<file path="src/rtl/multicycle_controller.sv">
// Multi-cycle control FSM for the RV32I core.
// Walks each instruction through FETCH, DECODE, EXECUTE, MEM and WB over the
// shared datapath. It drives the instruction-class flags, the mux selects and
// the write strobes, counts retired instructions, and latches a sticky halt
// when it sees an illegal opcode.
module multicycle_controller #(
    parameter logic RESET_PC_WE = 1'b0,
    parameter int   INSTRET_W   = 32
) (
    input  logic                 clk,
    input  logic                 rst,
    input  logic [31:0]          inst,
    input  logic                 mem_ready,
    input  logic                 br_taken,
    output logic                 mem_req,
    output logic                 mem_we,
    output logic                 ir_we,
    output logic                 pc_we,
    output logic                 pc_sel,
    output logic                 reg_we,
    output logic [1:0]           wb_sel,
    output logic                 alu_src_a,
    output logic                 alu_src_b,
    output logic                 is_LUI,
    output logic                 is_AUIPC,
    output logic                 is_I_type,
    output logic                 is_S_type,
    output logic                 is_Iload_type,
    output logic                 is_B_type,
    output logic                 is_JAL,
    output logic                 is_JALR,
    output logic                 illegal,
    output logic [INSTRET_W-1:0] instret,
    output logic [2:0]           state
);

    typedef enum logic [2:0] {
        S_FETCH   = 3'd0,
        S_DECODE  = 3'd1,
        S_EXECUTE = 3'd2,
        S_MEM     = 3'd3,
        S_WB      = 3'd4,
        S_HALT    = 3'd5
    } state_t;

    localparam logic [1:0] WB_ALU = 2'b00;
    localparam logic [1:0] WB_MEM = 2'b01;
    localparam logic [1:0] WB_PC4 = 2'b10;
    localparam logic [1:0] WB_IMM = 2'b11;

    localparam logic [INSTRET_W-1:0] INSTRET_ONE = {{(INSTRET_W-1){1'b0}}, 1'b1};

    state_t cur_state;

    logic dec_lui, dec_auipc, dec_jal, dec_jalr, dec_b;
    logic dec_load, dec_s, dec_i, dec_r, dec_legal;
    logic flags_on;
    logic pc_we_c;

    // Only the opcode field matters here; the remaining bits are reduced into
    // a deliberately unused net so the full instruction port stays visible.
    logic unused_inst_bits;
    assign unused_inst_bits = ^inst[31:7];

    assign state = cur_state;

    // Opcode decode of the instruction register into one-hot class bits.
    always_comb begin
        dec_lui   = 1'b0;
        dec_auipc = 1'b0;
        dec_jal   = 1'b0;
        dec_jalr  = 1'b0;
        dec_b     = 1'b0;
        dec_load  = 1'b0;
        dec_s     = 1'b0;
        dec_i     = 1'b0;
        dec_r     = 1'b0;
        case (inst[6:0])
            7'b0110111: dec_lui   = 1'b1;
            7'b0010111: dec_auipc = 1'b1;
            7'b1101111: dec_jal   = 1'b1;
            7'b1100111: dec_jalr  = 1'b1;
            7'b1100011: dec_b     = 1'b1;
            7'b0000011: dec_load  = 1'b1;
            7'b0100011: dec_s     = 1'b1;
            7'b0010011: dec_i     = 1'b1;
            7'b0110011: dec_r     = 1'b1;
            default: ;
        endcase
        dec_legal = dec_lui | dec_auipc | dec_jal | dec_jalr | dec_b |
                    dec_load | dec_s | dec_i | dec_r;
    end

    // The IR contents are stale during FETCH and meaningless in HALT, so the
    // class flags are suppressed there and while reset is held.
    assign flags_on      = !rst && (cur_state != S_FETCH) && (cur_state != S_HALT);
    assign is_LUI        = flags_on & dec_lui;
    assign is_AUIPC      = flags_on & dec_auipc;
    assign is_I_type     = flags_on & dec_i;
    assign is_S_type     = flags_on & dec_s;
    assign is_Iload_type = flags_on & dec_load;
    assign is_B_type     = flags_on & dec_b;
    assign is_JAL        = flags_on & dec_jal;
    assign is_JALR       = flags_on & dec_jalr;

    // State sequencing, retire counting and the sticky illegal latch.
    always_ff @(posedge clk or posedge rst) begin
        if (rst) begin
            cur_state <= S_FETCH;
            instret   <= '0;
            illegal   <= 1'b0;
        end else begin
            case (cur_state)
                S_FETCH: begin
                    if (mem_ready) cur_state <= S_DECODE;
                end
                S_DECODE: begin
                    if (!dec_legal) begin
                        cur_state <= S_HALT;
                        illegal   <= 1'b1;
                    end else begin
                        cur_state <= S_EXECUTE;
                    end
                end
                S_EXECUTE: begin
                    if (dec_b) begin
                        cur_state <= S_FETCH;
                        instret   <= instret + INSTRET_ONE;
                    end else if (dec_load || dec_s) begin
                        cur_state <= S_MEM;
                    end else begin
                        cur_state <= S_WB;
                    end
                end
                S_MEM: begin
                    if (mem_ready) begin
                        if (dec_s) begin
                            cur_state <= S_FETCH;
                            instret   <= instret + INSTRET_ONE;
                        end else begin
                            cur_state <= S_WB;
                        end
                    end
                end
                S_WB: begin
                    cur_state <= S_FETCH;
                    instret   <= instret + INSTRET_ONE;
                end
                S_HALT: begin
                    cur_state <= S_HALT;
                end
                default: begin
                    cur_state <= S_FETCH;
                end
            endcase
        end
    end

    // Datapath strobes and selects for the current state; everything is
    // forced quiet while reset is held so an abandoned access never writes.
    always_comb begin
        mem_req   = 1'b0;
        mem_we    = 1'b0;
        ir_we     = 1'b0;
        pc_we_c   = 1'b0;
        pc_sel    = 1'b0;
        reg_we    = 1'b0;
        wb_sel    = WB_ALU;
        alu_src_a = 1'b0;
        alu_src_b = 1'b0;
        if (!rst) begin
            case (cur_state)
                S_FETCH: begin
                    mem_req = 1'b1;
                    if (mem_ready) begin
                        ir_we   = 1'b1;
                        pc_we_c = 1'b1;
                    end
                end
                S_EXECUTE: begin
                    alu_src_a = dec_auipc;
                    alu_src_b = !(dec_r || dec_b);
                    if (dec_b) begin
                        pc_we_c = br_taken;
                        pc_sel  = 1'b1;
                    end
                end
                S_MEM: begin
                    alu_src_a = dec_auipc;
                    alu_src_b = 1'b1;
                    mem_req   = 1'b1;
                    mem_we    = dec_s;
                end
                S_WB: begin
                    alu_src_a = dec_auipc;
                    alu_src_b = !(dec_r || dec_b);
                    reg_we    = 1'b1;
                    if (dec_load) begin
                        wb_sel = WB_MEM;
                    end else if (dec_jal || dec_jalr) begin
                        wb_sel  = WB_PC4;
                        pc_we_c = 1'b1;
                        pc_sel  = 1'b1;
                    end else if (dec_lui) begin
                        wb_sel = WB_IMM;
                    end else begin
                        wb_sel = WB_ALU;
                    end
                end
                default: ;
            endcase
        end
    end

    assign pc_we = rst ? RESET_PC_WE : pc_we_c;

endmodule
</file>
<file path="config.mk">
export PLATFORM = sky130hd
export DESIGN_NAME = multicycle_controller
export DESIGN_NICKNAME = d
export VERILOG_FILES = /design/src/rtl/multicycle_controller.sv
export SDC_FILE = /design/constraint.sdc
export NUM_CORES = 1
export LEC_CHECK = 0
export CORE_AREA = 2 2 80 67
export DETAILED_ROUTE_END_ITERATION = 8
export DIE_AREA = 0 0 82 69
export PLACE_DENSITY_LB_ADDON = 0.25
export SYNTH_ARGS = -nofsm -noshare
export SYNTH_HDL_FRONTEND = slang
export SYNTH_SLANG_ARGS = --single-unit
</file>
<file path="constraint.sdc">
create_clock -name clk -period 9.18 [get_ports clk]
set_input_delay 2.754 -clock clk [delete_from_list [all_inputs] [get_ports clk]]
set_output_delay 2.754 -clock clk [all_outputs]
set_load 0.1 [all_outputs]
</file>
==> flow_summary.yaml <==
# physical design summary
global_route:
  antenna_found_initial: 0
  grt_max_degree: 39
  gr-total-overflow: 0
  grt_pass1_vias: 1988
  grt_first_pass_wirelength_mm: 9.43
logic_synthesis:
  synth_cells: 225
  synthTopCellsByCount: "dfrtp_1, xnor2_1, nand2_1"
  ys.flop_type: "dfrtp_1"
  yosysWarnings: 0
  synth_area_um2: 2220
  area_leaders: "dfrtp_1, xnor2_1, xor2_1"
  ys_cells: 225
  yosysSeqAreaShare: 0.405
  floorplan.nets: 262
  top_cell_area_share: 0.405
  edf_count: 0
  synth.avg_cell_area_um2: 9.88
  yosys.cell_count.top_type: "dfrtp_1"
  synth_cell_types: 52
  async_reset_ff_frac: 1.00
  yosysTopAreaCell: "dfrtp_1"
  yosysChipArea_um2: 2220
  ys.flops: 36
clock_tree:
  ctsRootBufferMaster: "clkbuf_8"
  holdBufCountCts: 0
  cts.clk_slew.worst_paths_ps: 70
  clock_sinks: 36
  clock_latency_ps: 290
  cts_setup_buffers: 0
  cts_buffers: 5
  postCtsResizedCells: 0
  h-tree-depth: 2
  cts_tree: "built"
  clockBufferDepth: 2
sta:
  fin_skew_ps: 7.25
  setup_violations: 0
  min_period_ps: 7990
  post-route-period-util: 0.870
  fmax_ghz: 0.125
  hold_viol: 0
  grt_setup_unrepaired: "no"
  holdWs_ps: 483
  tightest_slew_ps: 1140
  maxSlewViolCount: 0
  slew_headroom: 0.238
flow_run:
  drv_cap: 0
  tool_warnings: 52
cells_and_area:
  layout.nets: 323
  final_area_um2: 2960
  regArea_um2: 901
  layout-drive-gt1-share: 0.105
  syn_to_final_growth_pct: 33.1
  mi_logic_area_um2: 1240
  fillers: 431
  diodes: 0
placement:
  routabilityCongestion: 0.833
  io_buffers: 64
  placed_area_um2: 2870
  hpwlAfterDp_mm: 4.06
setup_path:
  crit_path_end_kind: "output port"
  r2r_start: "state[0]"
  critical_path_arrival_ps: 5230
  r2r_setup_slack_ps: 6540
  timing.rr.end: "instret[1]"
  crit_required_ps: 6430
  ff2ff_path_depth: 4
  critPathMaxFanout: 7
  start_kind: "primary input"
  path_class: "primary input to output port"
floorplan:
  die_x_um: 82
  die_area_um2: 5660
  core-area_um2: 4830
  fp-row-count: 23
  fp_util: 0.460
  ios: 90
  die_y_um: 69
power:
  ir_worst_vdd_mv: 0.0533
  p_total_mw: 0.295
  leakage_nw: 1.10
  power_density_nw_per_um2: 99.7
route:
  postRouteAntennaNets: 0
  dr.pass1.iters: 4
  vias_per_cell: 5.92
  drtIter0Drc: 150
  drc: 0
outcome:
  status: "finished, final reports clean"
worst_hold_path:
  hp-class: "flop to flop"
  hold_start: "instret[31]"
  hold_end: "instret[31]"
  min_delay_path_depth: 1
[state kept, by name, summed over array words and instances, names as in the netlist]
signal,flops
state,3
instret,32
illegal,1
[power by group]
part           total, mW  switching, mW  internal [mW]
clock              0.119         0.0587         0.0599
sequential         0.158              0          0.158
combinational     0.0179         0.0114        0.00650
[critical path, stage by stage]
cell and delay, ps:
clkdlybuf4s50_1 660, and4bb_1 310, nand3_1 110, o21ai_0 90, a21oi_1 160, clkdlybuf4s50_1 1150
[cell families (layout without fill, tap and decap cells)]
kind of cell,count (synthesis),in the layout,share of synthesized area
buf+inv,21,83,0.0428
flops,36,36,0.405
xor+xnor,34,34,0.134
fa+ha+maj,2,2,0.0101
mux,1,1,0.00506
compound gates,52,52,0.196
simple gates,79,79,0.207
[worst max-delay path by stage]
stage / from / endpoint / slack, ps
floorplan: rst / is_AUIPC / -60
CTS: inst[2] / alu_src_b / 1200
finish: inst[2] / alu_src_b / 1190
global route: inst[2] / alu_src_b / 1090
global placement: inst[2] / alu_src_b / 1220
detailed placement: inst[2] / alu_src_b / 1190
[stage by stage]
step                      TNS (ps)  worst slack, ps  cells   util
after floorplan               -173            -57.5    225      -
after global placement           0             1220    341  0.593
after detailed placement         0             1190    341  0.593
after CTS                        0             1200    349  0.612
after global routing             0             1090    349  0.612
final                            0             1190    349  0.612
[metal layers]
| metal | vias up | global-route usage | part of all wire |
|---|---|---|---|
| met3 | 6 | 0.0602 | 0.058 |
| met4 | 0 | 0.0722 | 0.010 |
| li1 | 982 | - | - |
| met2 | 67 | 0.299 | 0.46 |
| met1 | 1012 | 0.306 | 0.47 |
| met5 | - | 0 | 0 |
[cell type report]
type,count,area share
multi-input combinational,168,0.418
clock inverter,2,0.00338
sequential,36,0.304
clock buffer,6,0.0279
tap,62,0.0262
inverter,10,0.0127
timing repair buffer,65,0.207
[cells in the final DEF (no fill, tap or decap), types with 5 or more instances in the layout]
| cell | instances |
|---|---|
| a2111oi_1 | 6 |
| and3_1 | 5 |
| buf_4 | 15 |
| clkbuf_8 | 6 |
| clkdlybuf4s50_1 | 50 |
| dfrtp_1 | 36 |
| inv_1 | 10 |
| nand2_1 | 13 |
| nand3_1 | 9 |
| nor2_1 | 9 |
| nor3_1 | 12 |
| o2111ai_1 | 10 |
| o211ai_1 | 8 |
| o21ai_0 | 5 |
| xnor2_1 | 23 |
| xor2_1 | 11 |
Figure 1. Sequential cells colored by netlist name.
The bar under the picture is 20 um long. Other sequential cells in the stronger gray, the rest of the logic in the fainter gray.
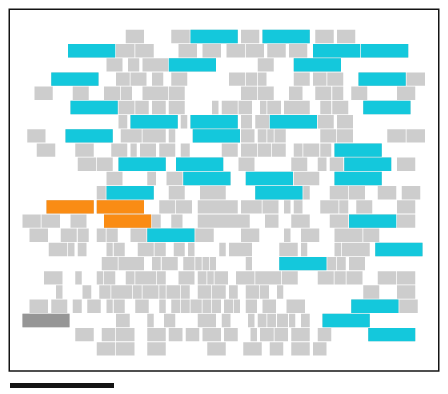
`instret`: drawn in cyan, placed flops 32. `state`: drawn in orange, placed flops 3.
Another 1 sequential cells are not colored.

Figure 2. Routed metal, one color a layer.
The bar under the picture is 20 um long.
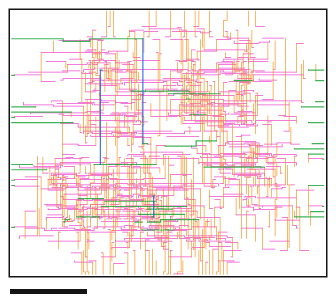
M4: drawn in blue, wire length 57.1 um. M1: drawn in magenta, wire length 2600 um. M2: drawn in orange, wire length 2530 um. M3: drawn in green, wire length 317 um.
via count: 2067
GRT Overall Usage: 0.211
routed len/inst: 15.8 um
Routed WL: 5.51 mm

Power and IR drop assume default switching activity.
